Figure 1. Metal 1 (run 1).
Supply wires on this layer in gray. Cells faint in the background.
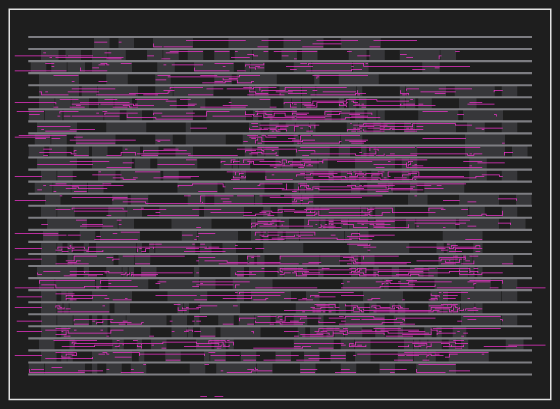
Figure 2. Signal wires on met2 (run 1).
Cells faint in the background.
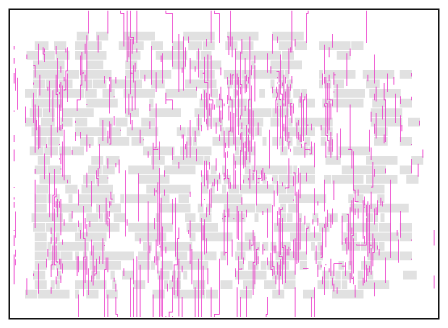
Figure 3. I/O nets highlighted (run 1).
Bar = 20 um.
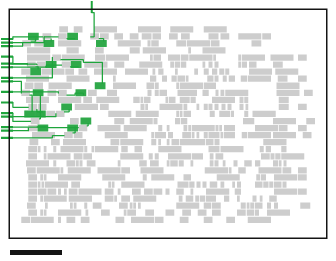
<file path="src/rtl/conv_1_seq.sv">
// Sequencer for one first-layer conv engine: streams the input map, runs the engine, stores results.
// Defining CONV_1_SEQ_WDOG_EN adds a RUN-cycle watchdog that sets the sticky err flag.
module conv_1_seq #(
    parameter int unsigned NUM_IN  = 9216,
    parameter int unsigned PRELOAD = 864,
    parameter int unsigned NUM_OUT = 7744,
    parameter int unsigned TIMEOUT = 20000
) (
    input  logic               clk_in,
    input  logic               rst_n,
    input  logic               go,
    input  logic               abort,
    output logic               rd_en,
    output logic [13:0]        rd_addr,
    input  logic signed [15:0] rd_data,
    output logic signed [15:0] eng_map_in,
    output logic               eng_start,
    output logic               eng_clr,
    input  logic signed [15:0] eng_map_out,
    input  logic               eng_save,
    output logic               wr_en,
    output logic [12:0]        wr_addr,
    output logic signed [15:0] wr_data,
    output logic               busy,
    output logic               done,
    output logic               err
);

    typedef enum logic [1:0] {StIdle, StFill, StRun, StDone} state_e;

    localparam logic [13:0] LastAddr    = 14'(NUM_IN - 1);
    // rd_data carries pixel PRELOAD while this address is being issued
    localparam logic [13:0] PreloadNext = 14'(PRELOAD + 1);
    localparam logic [13:0] NumOutCnt   = 14'(NUM_OUT);

    state_e             state_q, state_d;
    logic               rd_en_q, rd_en_d, rd_vld_q, rd_vld_d;
    logic [13:0]        rd_addr_q, rd_addr_d, wr_cnt_q, wr_cnt_d;
    logic signed [15:0] map_q, map_d, wr_data_q, wr_data_d;
    logic               wr_en_q, wr_en_d, clr_q, clr_d, done_q, done_d;
    logic [12:0]        wr_addr_q, wr_addr_d;
    logic               finish, timeout;

`ifdef CONV_1_SEQ_WDOG_EN
    localparam logic [14:0] LastTick = 15'(TIMEOUT - 1);
    logic [14:0] wdog_q, wdog_d;
    logic        err_q, err_d;
`else
    logic unused_timeout;
    assign unused_timeout = ^TIMEOUT;
`endif

    always_comb begin
        state_d   = state_q;
        rd_en_d   = rd_en_q;
        rd_addr_d = rd_addr_q;
        rd_vld_d  = rd_en_q;
        map_d     = rd_vld_q ? rd_data : '0;
        wr_cnt_d  = wr_cnt_q;
        wr_en_d   = 1'b0;
        wr_addr_d = wr_addr_q;
        wr_data_d = wr_data_q;
        clr_d     = 1'b0;
        done_d    = 1'b0;
        finish    = (state_q == StRun) && (wr_cnt_q == NumOutCnt);
        timeout   = 1'b0;
`ifdef CONV_1_SEQ_WDOG_EN
        wdog_d  = wdog_q;
        err_d   = err_q;
        timeout = (state_q == StRun) && !finish && (wdog_q == LastTick);
`endif

        if (rd_en_q) begin
            if (rd_addr_q == LastAddr) rd_en_d = 1'b0;
            else                       rd_addr_d = rd_addr_q + 14'd1;
        end

        unique case (state_q)
            StIdle: begin
                if (go) begin
                    state_d   = StFill;
                    rd_en_d   = 1'b1;
                    rd_addr_d = '0;
                    wr_cnt_d  = '0;
                    clr_d     = 1'b1;
`ifdef CONV_1_SEQ_WDOG_EN
                    wdog_d = '0;
                    err_d  = 1'b0;
`endif
                end
            end
            StFill: begin
                if (rd_addr_q == PreloadNext) state_d = StRun;
            end
            StRun: begin
`ifdef CONV_1_SEQ_WDOG_EN
                wdog_d = wdog_q + 15'd1;
`endif
                if (finish) begin
                    state_d = StDone;
                    done_d  = 1'b1;
                    clr_d   = 1'b1;
                end else if (timeout) begin
                    state_d = StIdle;
                    clr_d   = 1'b1;
`ifdef CONV_1_SEQ_WDOG_EN
                    err_d = 1'b1;
`endif
                end else if (eng_save) begin
                    wr_en_d   = 1'b1;
                    wr_addr_d = wr_cnt_q[12:0];
                    wr_data_d = eng_map_out;
                    wr_cnt_d  = wr_cnt_q + 14'd1;
                end
            end
            StDone:  state_d = StIdle;
            default: state_d = StIdle;
        endcase

        // abort overrides go, saves, completion and timeout of the same cycle
        if (abort) begin
            state_d  = StIdle;
            clr_d    = 1'b1;
            done_d   = 1'b0;
            wr_en_d  = 1'b0;
            wr_cnt_d = wr_cnt_q;
`ifdef CONV_1_SEQ_WDOG_EN
            wdog_d = wdog_q;
            err_d  = err_q;
`endif
        end

        if (state_d != StFill && state_d != StRun) begin
            rd_en_d   = 1'b0;
            rd_addr_d = '0;
            rd_vld_d  = 1'b0;
            map_d     = '0;
        end
    end

    always_ff @(posedge clk_in or negedge rst_n) begin
        if (!rst_n) begin
            state_q   <= StIdle;
            rd_en_q   <= 1'b0;
            rd_addr_q <= '0;
            rd_vld_q  <= 1'b0;
            map_q     <= '0;
            wr_cnt_q  <= '0;
            wr_en_q   <= 1'b0;
            wr_addr_q <= '0;
            wr_data_q <= '0;
            clr_q     <= 1'b0;
            done_q    <= 1'b0;
        end else begin
            state_q   <= state_d;
            rd_en_q   <= rd_en_d;
            rd_addr_q <= rd_addr_d;
            rd_vld_q  <= rd_vld_d;
            map_q     <= map_d;
            wr_cnt_q  <= wr_cnt_d;
            wr_en_q   <= wr_en_d;
            wr_addr_q <= wr_addr_d;
            wr_data_q <= wr_data_d;
            clr_q     <= clr_d;
            done_q    <= done_d;
        end
    end

`ifdef CONV_1_SEQ_WDOG_EN
    always_ff @(posedge clk_in or negedge rst_n) begin
        if (!rst_n) begin
            wdog_q <= '0;
            err_q  <= 1'b0;
        end else begin
            wdog_q <= wdog_d;
            err_q  <= err_d;
        end
    end
    assign err = err_q;
`else
    assign err = 1'b0;
`endif

    assign rd_en      = rd_en_q;
    assign rd_addr    = rd_addr_q;
    assign eng_map_in = map_q;
    assign eng_start  = (state_q == StRun);
    assign eng_clr    = clr_q;
    assign wr_en      = wr_en_q;
    assign wr_addr    = wr_addr_q;
    assign wr_data    = wr_data_q;
    assign busy       = (state_q == StFill) || (state_q == StRun);
    assign done       = done_q;

endmodule

</file>
<file path="config.mk">
export PLATFORM = sky130hd
export DESIGN_NAME = conv_1_seq
export DESIGN_NICKNAME = d
export VERILOG_FILES = /design/src/rtl/conv_1_seq.sv
export SDC_FILE = /design/constraint.sdc
export NUM_CORES = 1
export LEC_CHECK = 0
export CELL_PAD_IN_SITES_DETAIL_PLACEMENT = 0
export CELL_PAD_IN_SITES_GLOBAL_PLACEMENT = 1
export CORE_ASPECT_RATIO = 0.7
export CORE_MARGIN = 4
export CORE_UTILIZATION = 40
export DETAILED_ROUTE_END_ITERATION = 7
export PLACE_DENSITY_LB_ADDON = 0.1
export SLEW_MARGIN = 20
export SYNTH_ARGS = -nofsm -noshare
export SYNTH_HDL_FRONTEND = slang
export SYNTH_SLANG_ARGS = --single-unit
</file>
<file path="constraint.sdc">
create_clock -name clk_in -period 6.6 [get_ports clk_in]
set_input_delay 0.99 -clock clk_in [delete_from_list [all_inputs] [get_ports clk_in]]
set_output_delay 0.99 -clock clk_in [all_outputs]
set_load 0.05 [all_outputs]
</file>
==> impl_metrics.env, run 1 <==
# source this file to load flow results
export IMPL_hold_violations=0
export IMPL_grt_setup_unrepaired="false"
export IMPL_yosysSeqAreaShare=0.552
export IMPL_cp_startpoint="state_q[0]"
export IMPL_cts_tree="done"
export IMPL_setup_viol=0
export IMPL_finalPower_mw=1.09
export IMPL_cp_end_kind="primary output"
export IMPL_synth_avg_cell_area_um2=11.1
export IMPL_fmax_ghz=0.312
export IMPL_nets=469
export IMPL_drv_cap=0
export IMPL_max_stage_delay_ps=890
export IMPL_clk_pin_slew_ps=60
export IMPL_maxSlewViolCount=0
export IMPL_period_minus_slack_ps=3200
export IMPL_num_rows=28
export IMPL_lay_top_count="clkdlybuf4s50_1"
export IMPL_postCtsSetupBuffers=0
export IMPL_ys_chip_area_um2=3630
export IMPL_syn_inst=326
export IMPL_start_kind="register"
export IMPL_antenna_found_initial=0
export IMPL_netlist_area_um2=3630
export IMPL_arrival_ps=2210
export IMPL_yosysUniqueCellTypes=48
export IMPL_yosysWarnings=0
export IMPL_drive_gt1_frac=0.133
export IMPL_wire_per_inst_um=15.9
export IMPL_worstPathMaxFanout=14
export IMPL_finalClockSkew_ps=8.14
export IMPL_hold_start="wr_addr[3]"
export IMPL_cp_slowest_cell="clkdlybuf4s50_1"
export IMPL_clock_latency_ps=330
export IMPL_fp_util=0.419
export IMPL_final_seq_area_um2=2000
export IMPL_syn2layout_area_growth_pct=37.6
export IMPL_grt_total_usage=0.180
export IMPL_crit_chain="inv_1, ha_1, clkdlybuf4s50_1"
export IMPL_relSlewSlack=0.401
export IMPL_root_buffer="clkbuf_16"
export IMPL_timing_rr_start="wr_cnt_q[2]"
export IMPL_p_leak_nw=2.12
export IMPL_edf_count=0
export IMPL_cts_max_path_buffers=2
export IMPL_dieHeight_um=87.7
export IMPL_cts_htree_levels=3
export IMPL_hold_buffers=0
export IMPL_ys_cells=326
export IMPL_crit_family="buffers and inverters"
export IMPL_die_w_um=122
export IMPL_grt_first_pass_wirelength_um=14900
export IMPL_via_per_inst=5.04
export IMPL_tightestPinTransition_ps=898
export IMPL_syn_nets=371
export IMPL_grt_pass1_vias=2825
export IMPL_hpwl_um=6090
export IMPL_power_density_nw_per_um2=219
export IMPL_hp_class="reg2reg"
export IMPL_synthFlopType="dfrtp_1"
export IMPL_n_antenna_cell=0
export IMPL_totalNegativeSetupSlack_ps=0
export IMPL_first_pass_iters=4
export IMPL_numSynthFlops=80
export IMPL_vdd_drop_max_v=0.000157
export IMPL_die_area_um2=10700
export IMPL_synthArstFlopShare=1.00
export IMPL_status="finished, final reports clean"
export IMPL_cts_resized=0
export IMPL_worstPathRequired_ps=5610
export IMPL_critPathKind="reg2out"
export IMPL_final_fill_count=790
export IMPL_core_area_um2=8650
export IMPL_drc=0
export IMPL_grt_overflow_total=0
export IMPL_gp_congestion=0.789
export IMPL_path_buffers=2
## Picture notes: Figure 1
longest straight run: 36.8 um
wire length on this layer: 4,290 um
main direction: horizontal
final WL: 8720 um
routed via count: 2,766
met1 usage: 0.250

## Picture notes: Figure 2
main direction: vertical
share of all routed wire: 39%

## Picture notes: Figure 3
legend:
  green:
    port: eng_map_out
    bits: 16
    direction: input
    edge: 15 west, 1 north
    end_cells: 16
    buffers: 16
    wire: 318 um
Port Buffers: 101
# IOs: 103

-- run 1: stage by stage --
stage	instance area (um2)	util	instances	worst slack (ps)	hold WS, ps
after floorplan	3630	-	326	4050	470
after global placement	4710	0.544	533	3520	489
after detailed placement	4710	0.544	533	3480	495
after CTS	4990	0.576	549	3370	506
after global routing	4990	0.577	549	3260	526
final	4990	0.577	549	3400	501
-- run 1: synthesized netlist by cell type (all sizes together) (2+ instances only) --
library cell	count	area share
dfrtp	80	0.55
nand2	34	0.035
nor2	31	0.032
mux2	29	0.090
nor3	18	0.026
nand3	16	0.022
clkbuf	9	0.0093
inv	9	0.0093
o21ai	9	0.012
ha	8	0.028
xor2	8	0.019
a21oi	7	0.0097
and2	6	0.011
buf	6	0.015
nor4	6	0.014
xnor2	6	0.020
and3	4	0.0069
and4	4	0.0097
nand2b	4	0.0069
o31ai	4	0.0083
nand4	3	0.0052
or3	3	0.0066
a2111oi	2	0.0048
nor2b	2	0.0034
or4b	2	0.0076
-- run 1: per-layer routing --
| metal | share of wire | up-vias | GRT usage |
|---|---|---|---|
| met1 | 0.49 | 1327 | 0.250 |
| met4 | 0.011 | 0 | 0.0549 |
| li1 | - | 1331 | - |
| met2 | 0.39 | 99 | 0.242 |
| met5 | 0 | - | 0 |
| met3 | 0.10 | 9 | 0.0936 |
-- run 1: logic make-up after synthesis --
family,synth area share
other cells,0.00103
mux,0.0900
flops,0.552
buf+inv,0.0334
xor+xnor,0.0390
simple gates,0.201
compound gates,0.0559
fa+ha+maj,0.0276
-- run 1: power by group --
group | switching [mW] | internal, mW | total [mW]
sequential | 0.00620 | 0.500 | 0.507
clock | 0.190 | 0.266 | 0.456
combinational | 0.0809 | 0.0495 | 0.130
total | 0.277 | 0.816 | 1.09
-- run 1: final cells by class --
class,count,share of cell area
clock buffers,12,0.0494
well taps,120,0.0301
repair buffers,102,0.204
multi-input cells,222,0.303
inverters,9,0.00677
flip-flops and latches,80,0.401
clock inverters,4,0.00602
-- run 1: sequential cells by signal, summed over array words and instances, names as in the netlist --
name,flops
done,1
eng_clr,1
eng_map_in,16
rd_addr,14
rd_en,1
rd_vld_q,1
state_q,2
wr_addr,13
wr_cnt_q,14
wr_data,16
wr_en,1
-- run 1: path summary, 6_finish.rpt --
path                            slack (ps)  cells past startpoint           to
min in group asynchronous              680                      1   rd_addr[9]
worst max register to register        3770                      6  rd_addr[10]
max in group asynchronous             5390                      1   wr_addr[5]
worst min register to register         500                      1   wr_addr[3]
worst max-delay path                  3400                      3    eng_start
worst min-delay path                   500                      1   wr_addr[3]
==> run 2, diff against run 1 <==
--- a/config.mk
+++ b/config.mk
@@ -9,7 +9,7 @@
 export CELL_PAD_IN_SITES_GLOBAL_PLACEMENT = 1
 export CORE_ASPECT_RATIO = 0.7
 export CORE_MARGIN = 4
-export CORE_UTILIZATION = 40
+export CORE_UTILIZATION = 37
 export DETAILED_ROUTE_END_ITERATION = 7
 export PLACE_DENSITY_LB_ADDON = 0.1
 export SLEW_MARGIN = 20
==> constraint.sdc (replaced) <==
create_clock -name clk_in -period 3.2 [get_ports clk_in]
set_input_delay 0.48 -clock clk_in [delete_from_list [all_inputs] [get_ports clk_in]]
set_output_delay 0.48 -clock clk_in [all_outputs]
set_load 0.05 [all_outputs]
Figure 4. Metal 1 (run 2).
Supply wires on this layer in gray. Cells faint in the background.
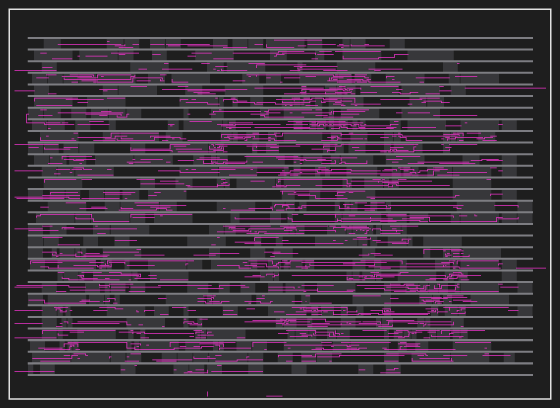
nets with wire on the layer: 410
main direction: horizontal
wire length on this layer: 4,470 um
longest straight run: 30.8 um
met1 usage: 0.239
final WL: 9020 um
routed via count: 2,791

Figure 5. Signal wires on met2 (run 2).
Cells faint in the background.
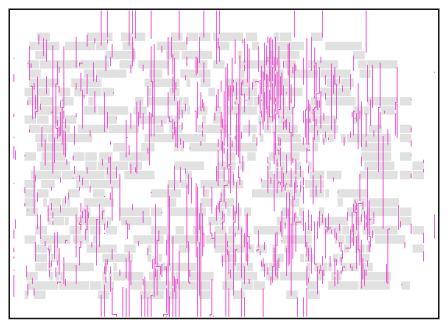
GR Layer Usage met2: 0.220

==> run 2 against run 1 <==
  * Die size grew 7.5%
  * Critical path depth increased by 4
  * Register-to-register slack got worse by 3300 ps
  * Via count is 0.90% higher
  * Worst hold slack worse by 320 ps
  * Final area rose by 1.6%
  * Critical endpoint is now eng_map_in[14]
  * Largest power group unchanged
==> impl_metrics.env, run 2 <==
# source this file to load flow results
export IMPL_cp_startpoint="wr_cnt_q[4]"
export IMPL_postCtsSetupBuffers=0
export IMPL_finalClockSkew_ps=7.47
export IMPL_cts_tree="done"
export IMPL_yosysSeqAreaShare=0.552
export IMPL_ys_top_cells_by_count="80 x dfrtp_1, 34 x nand2_1, 31 x nor2_1"
export IMPL_tightestPinTransition_ps=643
export IMPL_antenna_found_initial=0
export IMPL_rr_worst_depth=7
export IMPL_cts_max_path_buffers=2
export IMPL_n_antenna_cell=0
export IMPL_synthArstFlopShare=1.00
export IMPL_yosysUniqueCellTypes=48
export IMPL_cp_end_kind="register"
export IMPL_grt_total_usage=0.166
export IMPL_rr_endpoint="eng_map_in[14]"
export IMPL_clock_latency_ps=330
export IMPL_netlist_area_um2=3630
export IMPL_totalNegativeSetupSlack_ps=0
export IMPL_status="finished, final reports clean"
export IMPL_grt_setup_unrepaired="false"
export IMPL_drc=0
export IMPL_gp_congestion=0.791
export IMPL_crit_path_end="eng_map_in[14]"
export IMPL_reg2reg_slack_ps=510
export IMPL_numPortBuffers=101
export IMPL_num_rows=29
export IMPL_grt_pass1_vias=2891
export IMPL_hold_buffers=0
export IMPL_maxSlewViolCount=0
export IMPL_via_per_inst=4.99
export IMPL_max_stage_delay_ps=580
export IMPL_area_leaders="dfrtp_1 55%, mux2_2 9.0%, nand2_1 3.5%"
export IMPL_timing_rr_start="wr_cnt_q[4]"
export IMPL_final_fill_count=814
export IMPL_fin_ws_ps=505
export IMPL_cts_htree_levels=3
export IMPL_numSynthFlops=80
run 2: critical path: cells and delay by family (launching register included):
kind            cells  cell delay [ps]
flops               1              430
xor+xnor            1              470
simple gates        4             1070
buf+inv             1              310
compound gates      1              300
run 2: metrics by stage:
stage | cell area, um2 | hold WS (ps) | cells
6_report | 5070 | 176 | 559
4_1_cts | 5070 | 199 | 559
2_1_floorplan | 3630 | 184 | 326
5_1_grt | 5070 | 242 | 559
3_3_place_gp | 4770 | 489 | 543
3_5_place_dp | 4770 | 495 | 543
run 2: logic make-up after synthesis:
logic type               count (synthesis)  share of synthesized area
AND-OR/OR-AND                           31                     0.0559
XOR/XNOR                                14                     0.0390
adder cells (fa/ha/maj)                  8                     0.0276
AND/OR/NAND/NOR                        139                      0.201
flip-flops                              80                      0.552
multiplexers                            29                     0.0900
other                                    1                    0.00103
buffers and inverters                   24                     0.0334
run 2: layer usage:
metal  wire length (um)  vias up  GRT usage
li1                   -     1346          -
met1               4470     1337      0.239
met2               3590       99      0.220
met3                853        9     0.0786
met4                 98        0     0.0429
met5                  0        -          0
run 2: cell type report:
cell class,instances,share of cell area
tap,124,0.0306
inverter,9,0.00666
timing repair buffer,108,0.212
clock buffer,11,0.0479
multi-input combinational,222,0.297
sequential,80,0.395
clock inverter,5,0.0111
run 2: how the worst min path moves through the flow:
stage                     start            to  slack (ps)  cells past startpoint
floorplan                 rst_n          done         180                      0
global placement    wr_data[10]   wr_data[10]         490                      1
detailed placement  wr_data[15]   wr_data[15]         500                      1
CTS                       rst_n  wr_cnt_q[13]         200                      1
global route              rst_n  wr_cnt_q[13]         240                      1
finish                    rst_n   wr_cnt_q[5]         180                      1
run 2: power breakdown:
part           switching, mW  leakage (nW)  internal [mW]
clock network          0.405         0.145          0.624
logic                  0.168         0.919          0.107
registers             0.0123          1.10           1.03
total                  0.585          2.17           1.76
Power is estimated from default activity; no workload was simulated.
